## config.mk

```make
export PLATFORM = sky130hd
export DESIGN_NAME = corr_preamble_gen_flat
export DESIGN_NICKNAME = d
export VERILOG_FILES = /design/src/rtl/corr_preamble_gen_if.sv /design/src/rtl/corr_preamble_gen.sv /design/src/flat_wrapper.sv
export SDC_FILE = /design/constraint.sdc
export NUM_CORES = 2
export LEC_CHECK = 0
export ABC_AREA = 0
export CORE_MARGIN = 2
export CORE_UTILIZATION = 40
export DETAILED_ROUTE_END_ITERATION = 16
export PLACE_DENSITY = 0.54
export SLEW_MARGIN = 20
export SYNTH_ARGS = -nofsm -noshare
export SYNTH_HDL_FRONTEND = slang
export SYNTH_SLANG_ARGS = --single-unit
```

## constraint.sdc

```tcl
create_clock -name clk -period 18.21 [get_ports clk]
set_input_delay 4.5525 -clock clk [delete_from_list [all_inputs] [get_ports clk]]
set_output_delay 4.5525 -clock clk [all_outputs]
set_load 0.01 [all_outputs]
```

## src/rtl/corr_preamble_gen_if.sv

```systemverilog
// Sample-in / correlation-out bundle for the es8psk preamble correlator.
// in_valid qualifies sig_i/sig_q for one cycle and there is no backpressure; corr_valid qualifies corr the same way.
interface corr_preamble_gen_if #(
    parameter int W_IN  = 16,
    parameter int W_ACC = 22
);
    logic                    in_valid;
    logic signed [W_IN-1:0]  sig_i;
    logic signed [W_IN-1:0]  sig_q;
    logic                    clear;
    logic        [W_ACC-1:0] threshold;
    logic                    corr_valid;
    logic        [W_ACC-1:0] corr;
    logic                    peak_strobe;
    logic        [W_ACC-1:0] peak_mag;
    logic        [1:0]       state_dbg;

    modport master (
        output in_valid, sig_i, sig_q, clear, threshold,
        input  corr_valid, corr, peak_strobe, peak_mag, state_dbg
    );

    modport slave (
        input  in_valid, sig_i, sig_q, clear, threshold,
        output corr_valid, corr, peak_strobe, peak_mag, state_dbg
    );
endinterface

```

## src/rtl/corr_preamble_gen.sv

```systemverilog
// Sliding-window I/Q preamble correlator with alpha-max-beta-min magnitude
// and a threshold / peak-search FSM producing one strobe per preamble.
module corr_preamble_gen #(
    parameter int           W_IN     = 16,
    parameter int           N        = 5,
    parameter int           L        = 10,
    parameter logic [L-1:0] MASK     = 10'b1010000101,
    parameter logic [L-1:0] PATTERN  = 10'b1111111111,
    parameter int           PEAK_WIN = 8,
    parameter int           HOLDOFF  = 40
) (
    input  logic               clk,
    input  logic               reset_b,
    corr_preamble_gen_if.slave bus
);
    localparam int NL     = N * L;
    localparam int W_ACC  = W_IN + $clog2(NL);
    localparam int W_CNT  = $clog2(PEAK_WIN + 1);
    localparam int W_HCNT = $clog2(HOLDOFF + 1);

    typedef enum logic [1:0] {SEARCH = 2'd0, TRACK = 2'd1, HOLD = 2'd2} state_t;

    logic signed [W_IN-1:0] dl_i_q [1:NL];
    logic signed [W_IN-1:0] dl_i_d [1:NL];
    logic signed [W_IN-1:0] dl_q_q [1:NL];
    logic signed [W_IN-1:0] dl_q_d [1:NL];
    logic signed [W_IN-1:0] tap_i [0:NL];
    logic signed [W_IN-1:0] tap_q [0:NL];

    always_comb begin
        tap_i[0] = bus.sig_i;
        tap_q[0] = bus.sig_q;
        for (int j = 1; j <= NL; j++) begin
            tap_i[j] = dl_i_q[j];
            tap_q[j] = dl_q_q[j];
        end
    end

    always_comb begin
        dl_i_d = dl_i_q;
        dl_q_d = dl_q_q;
        for (int j = 1; j <= NL; j++) begin
            if (bus.clear) begin
                dl_i_d[j] = '0;
                dl_q_d[j] = '0;
            end else if (bus.in_valid) begin
                dl_i_d[j] = tap_i[j-1];
                dl_q_d[j] = tap_q[j-1];
            end
        end
    end

    always_ff @(posedge clk or negedge reset_b) begin
        if (!reset_b) begin
            for (int j = 1; j <= NL; j++) begin
                dl_i_q[j] <= '0;
                dl_q_q[j] <= '0;
            end
        end else begin
            dl_i_q <= dl_i_d;
            dl_q_q <= dl_q_d;
        end
    end

    // Each window accumulator is the running sum of its N taps: add the sample entering, drop the one leaving.
    logic signed [W_ACC-1:0] acc_i [L];
    logic signed [W_ACC-1:0] acc_q [L];

    for (genvar k = 0; k < L; k++) begin : g_acc
        if (MASK[k]) begin : g_on
            logic signed [W_ACC-1:0] acc_i_q, acc_i_d, acc_q_q, acc_q_d;
            always_comb begin
                acc_i_d = acc_i_q;
                acc_q_d = acc_q_q;
                if (bus.clear) begin
                    acc_i_d = '0;
                    acc_q_d = '0;
                end else if (bus.in_valid) begin
                    acc_i_d = acc_i_q + W_ACC'(tap_i[k*N]) - W_ACC'(tap_i[k*N+N]);
                    acc_q_d = acc_q_q + W_ACC'(tap_q[k*N]) - W_ACC'(tap_q[k*N+N]);
                end
            end
            always_ff @(posedge clk or negedge reset_b) begin
                if (!reset_b) begin
                    acc_i_q <= '0;
                    acc_q_q <= '0;
                end else begin
                    acc_i_q <= acc_i_d;
                    acc_q_q <= acc_q_d;
                end
            end
            assign acc_i[k] = acc_i_q;
            assign acc_q[k] = acc_q_q;
        end else begin : g_off
            assign acc_i[k] = '0;
            assign acc_q[k] = '0;
        end
    end

    logic                    v1_q, v1_d, v2_q, v2_d, v3_q, v3_d;
    logic signed [W_ACC-1:0] sum_i_q, sum_i_d, sum_q_q, sum_q_d;
    logic        [W_ACC-1:0] abs_i, abs_q, mag_hi, mag_lo;
    logic        [W_ACC-1:0] corr_q, corr_d;

    always_comb begin
        v1_d = bus.in_valid & ~bus.clear;
        v2_d = v1_q & ~bus.clear;
        v3_d = v2_q & ~bus.clear;
        sum_i_d = sum_i_q;
        sum_q_d = sum_q_q;
        if (bus.clear) begin
            sum_i_d = '0;
            sum_q_d = '0;
        end else if (v1_q) begin
            sum_i_d = '0;
            sum_q_d = '0;
            for (int k = 0; k < L; k++) begin
                if (PATTERN[k]) begin
                    sum_i_d = sum_i_d + acc_i[k];
                    sum_q_d = sum_q_d + acc_q[k];
                end else begin
                    sum_i_d = sum_i_d - acc_i[k];
                    sum_q_d = sum_q_d - acc_q[k];
                end
            end
        end
    end

    // max + min/2 never exceeds 1.5x the largest reachable |sum|, so W_ACC unsigned is enough.
    always_comb begin
        abs_i  = sum_i_q[W_ACC-1] ? $unsigned(-sum_i_q) : $unsigned(sum_i_q);
        abs_q  = sum_q_q[W_ACC-1] ? $unsigned(-sum_q_q) : $unsigned(sum_q_q);
        mag_hi = (abs_i > abs_q) ? abs_i : abs_q;
        mag_lo = (abs_i > abs_q) ? abs_q : abs_i;
        corr_d = corr_q;
        if (bus.clear) begin
            corr_d = '0;
        end else if (v2_q) begin
            corr_d = mag_hi + (mag_lo >> 1);
        end
    end

    always_ff @(posedge clk or negedge reset_b) begin
        if (!reset_b) begin
            v1_q    <= 1'b0;
            v2_q    <= 1'b0;
            v3_q    <= 1'b0;
            sum_i_q <= '0;
            sum_q_q <= '0;
            corr_q  <= '0;
        end else begin
            v1_q    <= v1_d;
            v2_q    <= v2_d;
            v3_q    <= v3_d;
            sum_i_q <= sum_i_d;
            sum_q_q <= sum_q_d;
            corr_q  <= corr_d;
        end
    end

    state_t              state_q, state_d;
    logic [W_ACC-1:0]    max_q, max_d, pmag_q, pmag_d;
    logic [W_CNT-1:0]    cnt_q, cnt_d;
    logic [W_HCNT-1:0]   hcnt_q, hcnt_d;
    logic                strobe_q, strobe_d;

    // Equal samples count as "no new maximum", so the earliest of tied peaks is kept.
    always_comb begin
        state_d  = state_q;
        max_d    = max_q;
        cnt_d    = cnt_q;
        hcnt_d   = hcnt_q;
        pmag_d   = pmag_q;
        strobe_d = 1'b0;
        if (bus.clear) begin
            state_d = SEARCH;
            max_d   = '0;
            cnt_d   = '0;
            hcnt_d  = '0;
            pmag_d  = '0;
        end else if (v3_q) begin
            unique case (state_q)
                SEARCH: begin
                    if (corr_q >= bus.threshold) begin
                        max_d   = corr_q;
                        cnt_d   = '0;
                        state_d = TRACK;
                    end
                end
                TRACK: begin
                    if (corr_q > max_q) begin
                        max_d = corr_q;
                        cnt_d = '0;
                    end else begin
                        cnt_d = cnt_q + 1'b1;
                        if (cnt_d == W_CNT'(PEAK_WIN)) begin
                            strobe_d = 1'b1;
                            pmag_d   = max_q;
                            hcnt_d   = '0;
                            state_d  = HOLD;
                        end
                    end
                end
                HOLD: begin
                    hcnt_d = hcnt_q + 1'b1;
                    if (hcnt_d == W_HCNT'(HOLDOFF)) state_d = SEARCH;
                end
                default: state_d = SEARCH;
            endcase
        end
    end

    always_ff @(posedge clk or negedge reset_b) begin
        if (!reset_b) begin
            state_q  <= SEARCH;
            max_q    <= '0;
            cnt_q    <= '0;
            hcnt_q   <= '0;
            pmag_q   <= '0;
            strobe_q <= 1'b0;
        end else begin
            state_q  <= state_d;
            max_q    <= max_d;
            cnt_q    <= cnt_d;
            hcnt_q   <= hcnt_d;
            pmag_q   <= pmag_d;
            strobe_q <= strobe_d;
        end
    end

    assign bus.corr_valid  = v3_q;
    assign bus.corr        = corr_q;
    assign bus.peak_strobe = strobe_q;
    assign bus.peak_mag    = pmag_q;
    assign bus.state_dbg   = state_q;
endmodule

```

## src/flat_wrapper.sv

```systemverilog
// flat-port wrapper written by rule: the top's interface ports become plain ports
module corr_preamble_gen_flat 
#(
    parameter int           W_IN     = 16,
    parameter int           N        = 5,
    parameter int           L        = 10,
    parameter logic [L-1:0] MASK     = 10'b1010000101,
    parameter logic [L-1:0] PATTERN  = 10'b1111111111,
    parameter int           PEAK_WIN = 8,
    parameter int           HOLDOFF  = 40
)
  (clk, reset_b, bus_in_valid, bus_sig_i, bus_sig_q, bus_clear, bus_threshold, bus_corr_valid, bus_corr, bus_peak_strobe, bus_peak_mag, bus_state_dbg);
  corr_preamble_gen_if #(.W_IN(W_IN), .W_ACC((22))) bus_i ();
  input  logic clk;
  input  logic reset_b;
  input wire logic [$bits(bus_i.in_valid)-1:0] bus_in_valid;
  input wire logic [$bits(bus_i.sig_i)-1:0] bus_sig_i;
  input wire logic [$bits(bus_i.sig_q)-1:0] bus_sig_q;
  input wire logic [$bits(bus_i.clear)-1:0] bus_clear;
  input wire logic [$bits(bus_i.threshold)-1:0] bus_threshold;
  output wire logic [$bits(bus_i.corr_valid)-1:0] bus_corr_valid;
  output wire logic [$bits(bus_i.corr)-1:0] bus_corr;
  output wire logic [$bits(bus_i.peak_strobe)-1:0] bus_peak_strobe;
  output wire logic [$bits(bus_i.peak_mag)-1:0] bus_peak_mag;
  output wire logic [$bits(bus_i.state_dbg)-1:0] bus_state_dbg;
  assign bus_i.in_valid = bus_in_valid;
  assign bus_i.sig_i = bus_sig_i;
  assign bus_i.sig_q = bus_sig_q;
  assign bus_i.clear = bus_clear;
  assign bus_i.threshold = bus_threshold;
  assign bus_corr_valid = bus_i.corr_valid;
  assign bus_corr = bus_i.corr;
  assign bus_peak_strobe = bus_i.peak_strobe;
  assign bus_peak_mag = bus_i.peak_mag;
  assign bus_state_dbg = bus_i.state_dbg;
  corr_preamble_gen #(.W_IN(W_IN), .N(N), .L(L), .MASK(MASK), .PATTERN(PATTERN), .PEAK_WIN(PEAK_WIN), .HOLDOFF(HOLDOFF)) u_core (.clk(clk), .reset_b(reset_b), .bus(bus_i));
endmodule
```

==> images/m1.png <==
Supply wires on this layer in gray.
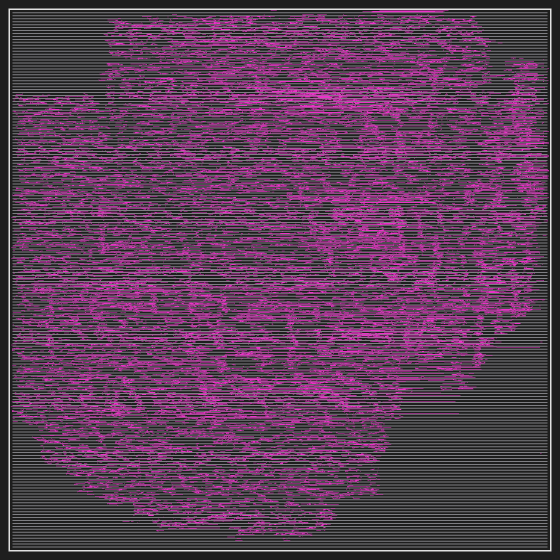
share of all routed wire: 51%
main direction: horizontal
longest straight run: 111 um
nets with wire on the layer: 9329
wire length on this layer: 104 mm
Via Count: 62700
Final Routed Wirelength: 206000 um
M1 GR Usage: 24.9%

==> images/clock_nets.png <==
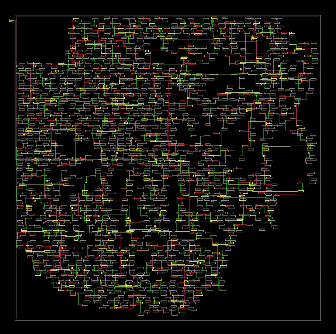
Num CTS Buffers: 210
Late-Pin Clk Latency: 0.85 ns
CTS sink cnt: 1902
clk pwr: 4.33 mW

==> CHANGELOG.md <==
## Implementation

* Status: finished clean
* Antenna Violating Nets Remaining at 0
* Vias in the first global route at 62700
* WHS at 0.481 ns
* Mean area per synthesized cell at 10.6 um2
* Sw power at 5.22 mW
* Clock tree cell share of total cell area at 6.56%
* WHS Endpoint: u_core.dl_q_q[14]
* Flip-flops at 1902
* Fmax at 117 MHz
* Final setup violation count at 0
* CP peak stage delay at 0.92 ns
* Simple-Gate Fraction of Synth Area at 10.4%
* Post-route setup slack at 9.67 ns
* CP Capture Type: flip-flop
* Synth Warn # at 0
* Layer with the highest usage: met2
* Part of the power in registers at 31.9%
* First-pass GRT wire length at 345000 um
* Most common logic cells in the final layout: 1975 x nor2_1, 1901 x dfrtp_1, 1789 x mux2i_1, 767 x inv_1, 399 x ha_1
* Xor/xnor share at 2.92%
* Non-clk buf share at 1.75%
* R2r endpoint: u_core.bus.corr[21]
* Bufs and invs on worst path at 5
* Setup slack, reg-to-reg at 9.86 ns
* Combinational share of cell area at 41.7%
* Logic depth of the worst path, buffers included at 7
* Core ar. at 243000 um2
* Gate Area at 45300 um2
* Top logic family: multiplexers
* Met2 GRT Util at 25.8%
* Nonclk inv count at 768
* Filler instances at 22700
* GR Util All Layers at 16.7%
==> images/ff_map.png <==
Other sequential cells in the stronger gray, the rest of the logic in the fainter gray.
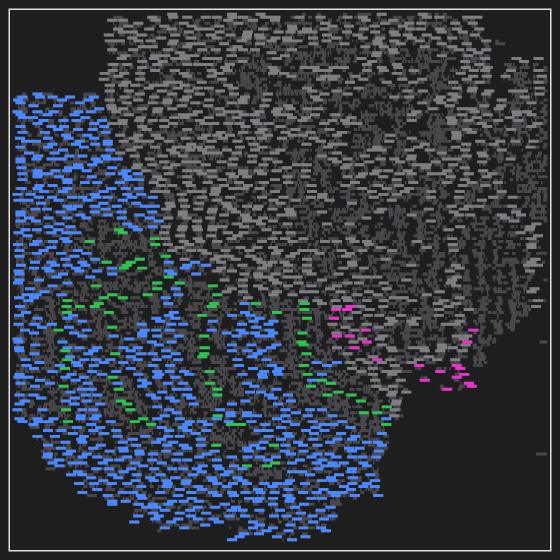
[u_core.sum_i_q] magenta | flops: 22
[u_core.g_acc.g_on.acc_i_q] green | flops: 88
[u_core.dl_i_q] blue | flops: 800
final core area utilization: 44.8%
register area: 47600 um2
Seq power: 4.61 mW
Seq/total area: 43.7%

==> metal layers <==
layer / part of all wire (%) / up-vias
li1: - / 30700
met1: 51 / 31100
met2: 45 / 627
met3: 2.8 / 260
met4: 2.0 / 0
met5: 0 / -
==> registers in the layout, summed over array words and instances (netlist names), 4 cells and up <==
register,count
u_core.g_acc.g_on.acc_i_q,88
u_core.max_q,22
u_core.dl_q_q,800
u_core.bus.corr,22
u_core.hcnt_q,6
u_core.sum_i_q,22
u_core.cnt_q,4
u_core.dl_i_q,800
u_core.bus.peak_mag,22
u_core.g_acc.g_on.acc_q_q,88
u_core.sum_q_q,22
No activity file was given, so power comes from the tool's default toggle rates.
